### Register map, names as in the netlist

(8 px per um)
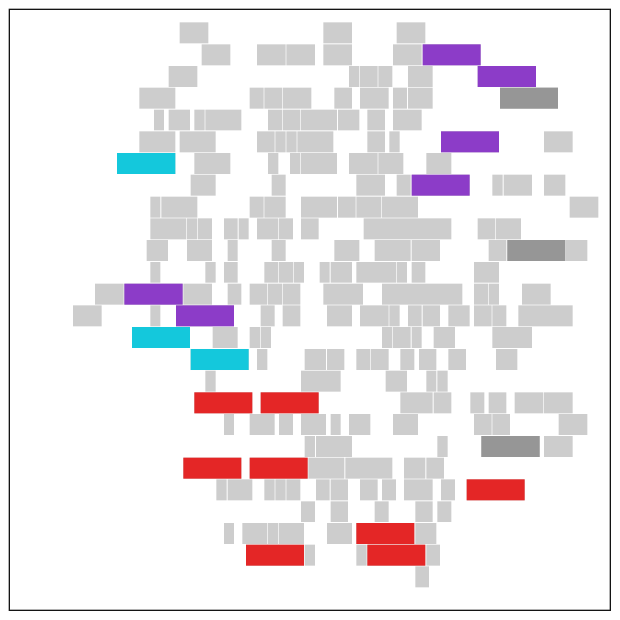
### Placed standard cells

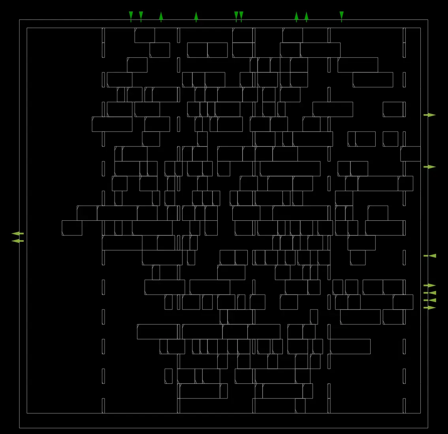
### Wires at chosen ports, followed through buffers

(6 px per um)
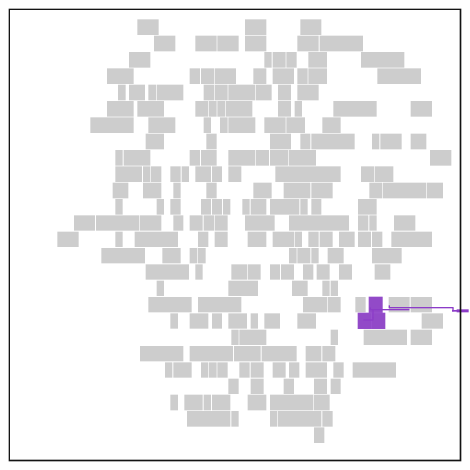
### Metal layers overlaid

(4 px per um) Two of the layers only.
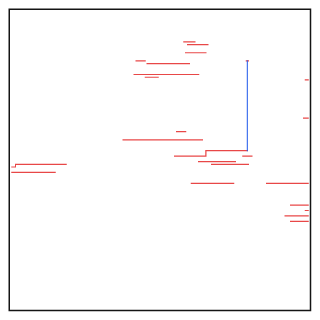
`src/rtl/crgu_pkg.sv`:
```
// Shared types and constants for the crgu power/clock sequencer.
// Step indices map one-to-one onto bits of the sequencer's control vector.
package crgu_pkg;

   typedef enum logic [2:0] {
      SEQ_OFF  = 3'd0,
      SEQ_UP   = 3'd1,
      SEQ_RUN  = 3'd2,
      SEQ_DOWN = 3'd3,
      SEQ_HOLD = 3'd4
   } seq_state_e;

   localparam logic [2:0] STEP_RSTN  = 3'd0;
   localparam logic [2:0] STEP_CLK   = 3'd1;
   localparam logic [2:0] STEP_DATA  = 3'd2;
   localparam logic [2:0] STEP_FIFO  = 3'd3;
   localparam logic [2:0] STEP_EFUSE = 3'd4;
   localparam logic [2:0] STEP_START = 3'd5;
   localparam int unsigned NUM_STEPS = 6;

   // Value a step drives when it fires: reset/clock steps are unconditional,
   // the optional steps follow their software enable {start, efuse, fifo, data}.
   function automatic logic step_val(input logic [2:0] idx, input logic [3:0] sw);
      logic v;
      v = 1'b1;
      case (idx)
         STEP_DATA:  v = sw[0];
         STEP_FIFO:  v = sw[1];
         STEP_EFUSE: v = sw[2];
         STEP_START: v = sw[3];
         default:    v = 1'b1;
      endcase
      return v;
   endfunction

endpackage

```
`src/rtl/crgu_seq_ctrl.sv`:
```
// Purpose: always-on sequencer driving crgu reset/clock/domain enables in dwell-spaced order.
// Latency: step k rises (k+1)*DWELL cycles after UP entry; cmd_reset/RUN sw tracking take 1 cycle.
// Backpressure: none; req_on is a level, a drop mid-UP unwinds only the steps already fired.
module crgu_seq_ctrl
   import crgu_pkg::*;
#(
   parameter int unsigned DWELL    = 10,
   parameter int unsigned RST_HOLD = 10,
   parameter int unsigned CNT_W    = 8
) (
   input  logic       clk_32k,
   input  logic       rst_32k_alon_n,
   input  logic       req_on,
   input  logic       sw_data_en,
   input  logic       sw_fifo_en,
   input  logic       sw_efuse_en,
   input  logic       sw_start,
   input  logic       cmd_reset,
   output logic       shut_rstn,
   output logic       clk_en,
   output logic       data_ctrl_en,
   output logic       rg_fifo_clk_en,
   output logic       rg_efuse_en,
   output logic       rg_top_start,
   output logic [2:0] seq_state,
   output logic       seq_busy
);

   localparam logic [CNT_W-1:0] DWELL_LAST = CNT_W'(DWELL - 1);
   localparam logic [CNT_W-1:0] HOLD_LAST  = CNT_W'(RST_HOLD - 1);

   seq_state_e       state;
   logic [2:0]       step;
   logic [CNT_W-1:0] cnt;
   logic [5:0]       ctl;
   logic [3:0]       sw_vec;

   assign sw_vec = {sw_start, sw_efuse_en, sw_fifo_en, sw_data_en};

   always_ff @(posedge clk_32k) begin
      if (!rst_32k_alon_n) begin
         state <= SEQ_OFF;
         step  <= '0;
         cnt   <= '0;
         ctl   <= '0;
      end else if (cmd_reset) begin
         state <= SEQ_HOLD;
         step  <= '0;
         cnt   <= '0;
         ctl   <= '0;
      end else begin
         case (state)
            SEQ_OFF: begin
               ctl  <= '0;
               step <= '0;
               cnt  <= '0;
               if (req_on) state <= SEQ_UP;
            end
            SEQ_UP: begin
               // step already equals the number of fired steps, so DOWN unwinds from here
               if (!req_on) begin
                  state <= SEQ_DOWN;
                  cnt   <= '0;
               end else if (cnt == DWELL_LAST) begin
                  ctl[step] <= step_val(step, sw_vec);
                  cnt       <= '0;
                  step      <= step + 3'd1;
                  if (step == STEP_START) state <= SEQ_RUN;
               end else begin
                  cnt <= cnt + 1'b1;
               end
            end
            SEQ_RUN: begin
               ctl[STEP_CLK:STEP_RSTN] <= 2'b11;
               if (!req_on) begin
                  state <= SEQ_DOWN;
                  step  <= 3'(NUM_STEPS);
                  cnt   <= '0;
               end else begin
                  ctl[STEP_START:STEP_DATA] <= sw_vec;
               end
            end
            SEQ_DOWN: begin
               if (step == 3'd0) begin
                  state <= SEQ_OFF;
               end else if (cnt == DWELL_LAST) begin
                  ctl[step - 3'd1] <= 1'b0;
                  step             <= step - 3'd1;
                  cnt              <= '0;
                  if (step == 3'd1) state <= SEQ_OFF;
               end else begin
                  cnt <= cnt + 1'b1;
               end
            end
            SEQ_HOLD: begin
               ctl <= '0;
               if (cnt == HOLD_LAST) begin
                  state <= SEQ_OFF;
                  cnt   <= '0;
               end else begin
                  cnt <= cnt + 1'b1;
               end
            end
            default: begin
               state <= SEQ_OFF;
               step  <= '0;
               cnt   <= '0;
               ctl   <= '0;
            end
         endcase
      end
   end

   assign shut_rstn      = ctl[STEP_RSTN];
   assign clk_en         = ctl[STEP_CLK];
   assign data_ctrl_en   = ctl[STEP_DATA];
   assign rg_fifo_clk_en = ctl[STEP_FIFO];
   assign rg_efuse_en    = ctl[STEP_EFUSE];
   assign rg_top_start   = ctl[STEP_START];

   assign seq_state = state;
   assign seq_busy  = (state == SEQ_UP) || (state == SEQ_DOWN) || (state == SEQ_HOLD);

endmodule

```
`config.mk`:
```
export PLATFORM = sky130hd
export DESIGN_NAME = crgu_seq_ctrl
export DESIGN_NICKNAME = d
export VERILOG_FILES = /design/src/rtl/crgu_pkg.sv /design/src/rtl/crgu_seq_ctrl.sv
export SDC_FILE = /design/constraint.sdc
export NUM_CORES = 1
export LEC_CHECK = 0
export CAP_MARGIN = 25
export CORE_UTILIZATION = 30
export DETAILED_ROUTE_END_ITERATION = 16
export PLACE_DENSITY_LB_ADDON = 0.2
export SLEW_MARGIN = 20
export SYNTH_ARGS = -nofsm -noshare
export SYNTH_HDL_FRONTEND = slang
export SYNTH_SLANG_ARGS = --single-unit
```
`constraint.sdc`:
```
create_clock -name clk_32k -period 2.6 [get_ports clk_32k]
set_clock_uncertainty 0.05 [all_clocks]
set_input_delay 0.52 -clock clk_32k [delete_from_list [all_inputs] [get_ports clk_32k]]
set_output_delay 0.52 -clock clk_32k [all_outputs]
set_load 0.01 [all_outputs]
```
==> results.toml <==
# synthesis and place-and-route metrics
[timing]
rsz0062_at_grt = "false"
fmax_mhz = 436
period_minus_slack_ns = 2.29
finalHoldViolCount = 0
drv_slew = 0
tightest_slew_ns = 0.544

[setup_path]
rr_startpoint = "step[1]$_SDFFE_PP0P_"
path_depth = 5
path_buffers = 3
reg2reg_depth = 7
cpLargestDelayFamily = "buffers and inverters"
cp.required_ns = 2.03
r2r_slack_ns = 0.49
reg2reg_to = "ctl[2]$_SDFFE_PP0P_"
slowest_delay_ns = 0.48

[power]
power.density_mw_per_mm2 = 384
p_leak_nw = 0.675
irDropWorstVdd_mv = 0.165
clockPowerShare_pct = 43.6
p_comb_mw = 0.101
finalPower_mw = 0.733
p_switching_mw = 0.172
seq_cell_power_mw = 0.313
pg_clk_mw = 0.319
pwr-share-comb_pct = 13.8
power_leader = "clock"
internal_power_mw = 0.561
seq_power_share_pct = 42.7

[route]
drc_errors = 0
wire_per_inst_um = 14.0
drt-initial-drc-count = 128
avgViaCountPerCell = 5.30

[synthesis]
fp_nets = 213
syn_inst = 193
synthTopLogicFamily = "simple AND/OR/NAND/NOR gates"
synth_cell_type_count = 51
edf_count = 0
synth-simple-area-share_pct = 28.8
yosysMostFrequentCell = "dfxtp_1"
synth_warnings = 0
ys_chip_area_sq_mm = 0.00160
ys_sh_mux_pct = 1.88
ff_type = "dfxtp_1"
yosys.area.top_type = "dfxtp_1"
synth_seq_share_pct = 25.1
synthAoiAreaFrac_pct = 25.7
async_flop_share_pct = 0
ys_sh_xor_pct = 3.84
yosys_cells = 193
syn_avg_cell_area_sq_um = 8.27
ys_top_cells_by_count = "dfxtp_1, nor2_1, a21oi_1"

[clock_tree]
h-tree-depth = 1
cts_resized = 0
numClockSinks = 20
clockBufferDepth = 2
cts_tree = "yes"
ctsHoldBuffers = 0
cts_root_buf = "clkbuf_8"
cts.reportedPaths.clkPinSlew_ns = 0.08

[global_route]
grt_max_degree = 21
grt_antenna_before_repair = 0
overflow = 0
grt_usage_pct = 15.0
grt_pass1_wl_um = 6510

[cells_and_area]
syn2layout_area_growth_pct = 19.6
layout-drive-gt1-share_pct = 10.9
area.combinational_sq_mm = 0.00111
final_area_sq_mm = 0.00191
layout_top_cells = "dfxtp_1, nor2_1, clkdlybuf4s50_1"
fill_cells = 554

[place]
gp_congestion = 0.875
dp.cells = 277

[min_path]
min_path_type = "reg -> reg"
hold_depth = 2
min_from = "cnt[1]$_SDFFE_PP0P_"

[floorplan]
initCoreUtil_pct = 31.3
die_w_um = 75.0

[status]
status = "finished clean"
-- 'Register map, names as in the netlist' (at the start) --
Cyan shows step, sequential cells 3. Purple shows ctl, sequential cells 6. Red shows cnt, sequential cells 8, where south.
Another 3 sequential cells are not colored.

-- 'Placed standard cells' (at the start) --
Core Util, Final: 37.4%
non-filler cells, final: 281
core area: 0.00511 sq mm
registers: 20

-- 'Wires at chosen ports, followed through buffers' (at the start) --
Purple shows rst_32k_alon_n, bits 1, direction input, end cells 3, buffers 1, wire 22.2 um.
I/O Buffers: 17
I/O Pins: 18

-- 'Metal layers overlaid' (at the start) --
Blue shows metal 4, wire length 22.4 um. Red shows metal 3, wire length 171 um.

sequential cells by signal (all words and copies together) (netlist names):
register   count
step           3
seq_state      3
ctl            6
cnt            8
cell type report:
| type | instances | area share (%) |
|---|---|---|
| multi-input cells | 157 | 58.3 |
| flip-flops and latches | 20 | 21.0 |
| repair buffers | 22 | 10.9 |
| well taps | 70 | 4.59 |
| clock buffers | 3 | 2.16 |
| clock inverters | 1 | 1.57 |
| inverters | 8 | 1.57 |
metal layers:
| metal | vias to the layer above | GRT usage, % | wire [um] |
|---|---|---|---|
| met5 | - | 0 | 0 |
| met4 | 0 | 4.61 | 22 |
| met3 | 2 | 2.01 | 170 |
| met2 | 39 | 22.3 | 1710 |
| met1 | 699 | 22.4 | 2040 |
| li1 | 750 | - | - |
Power figures rest on the tool's default switching activity, not on a simulated workload.
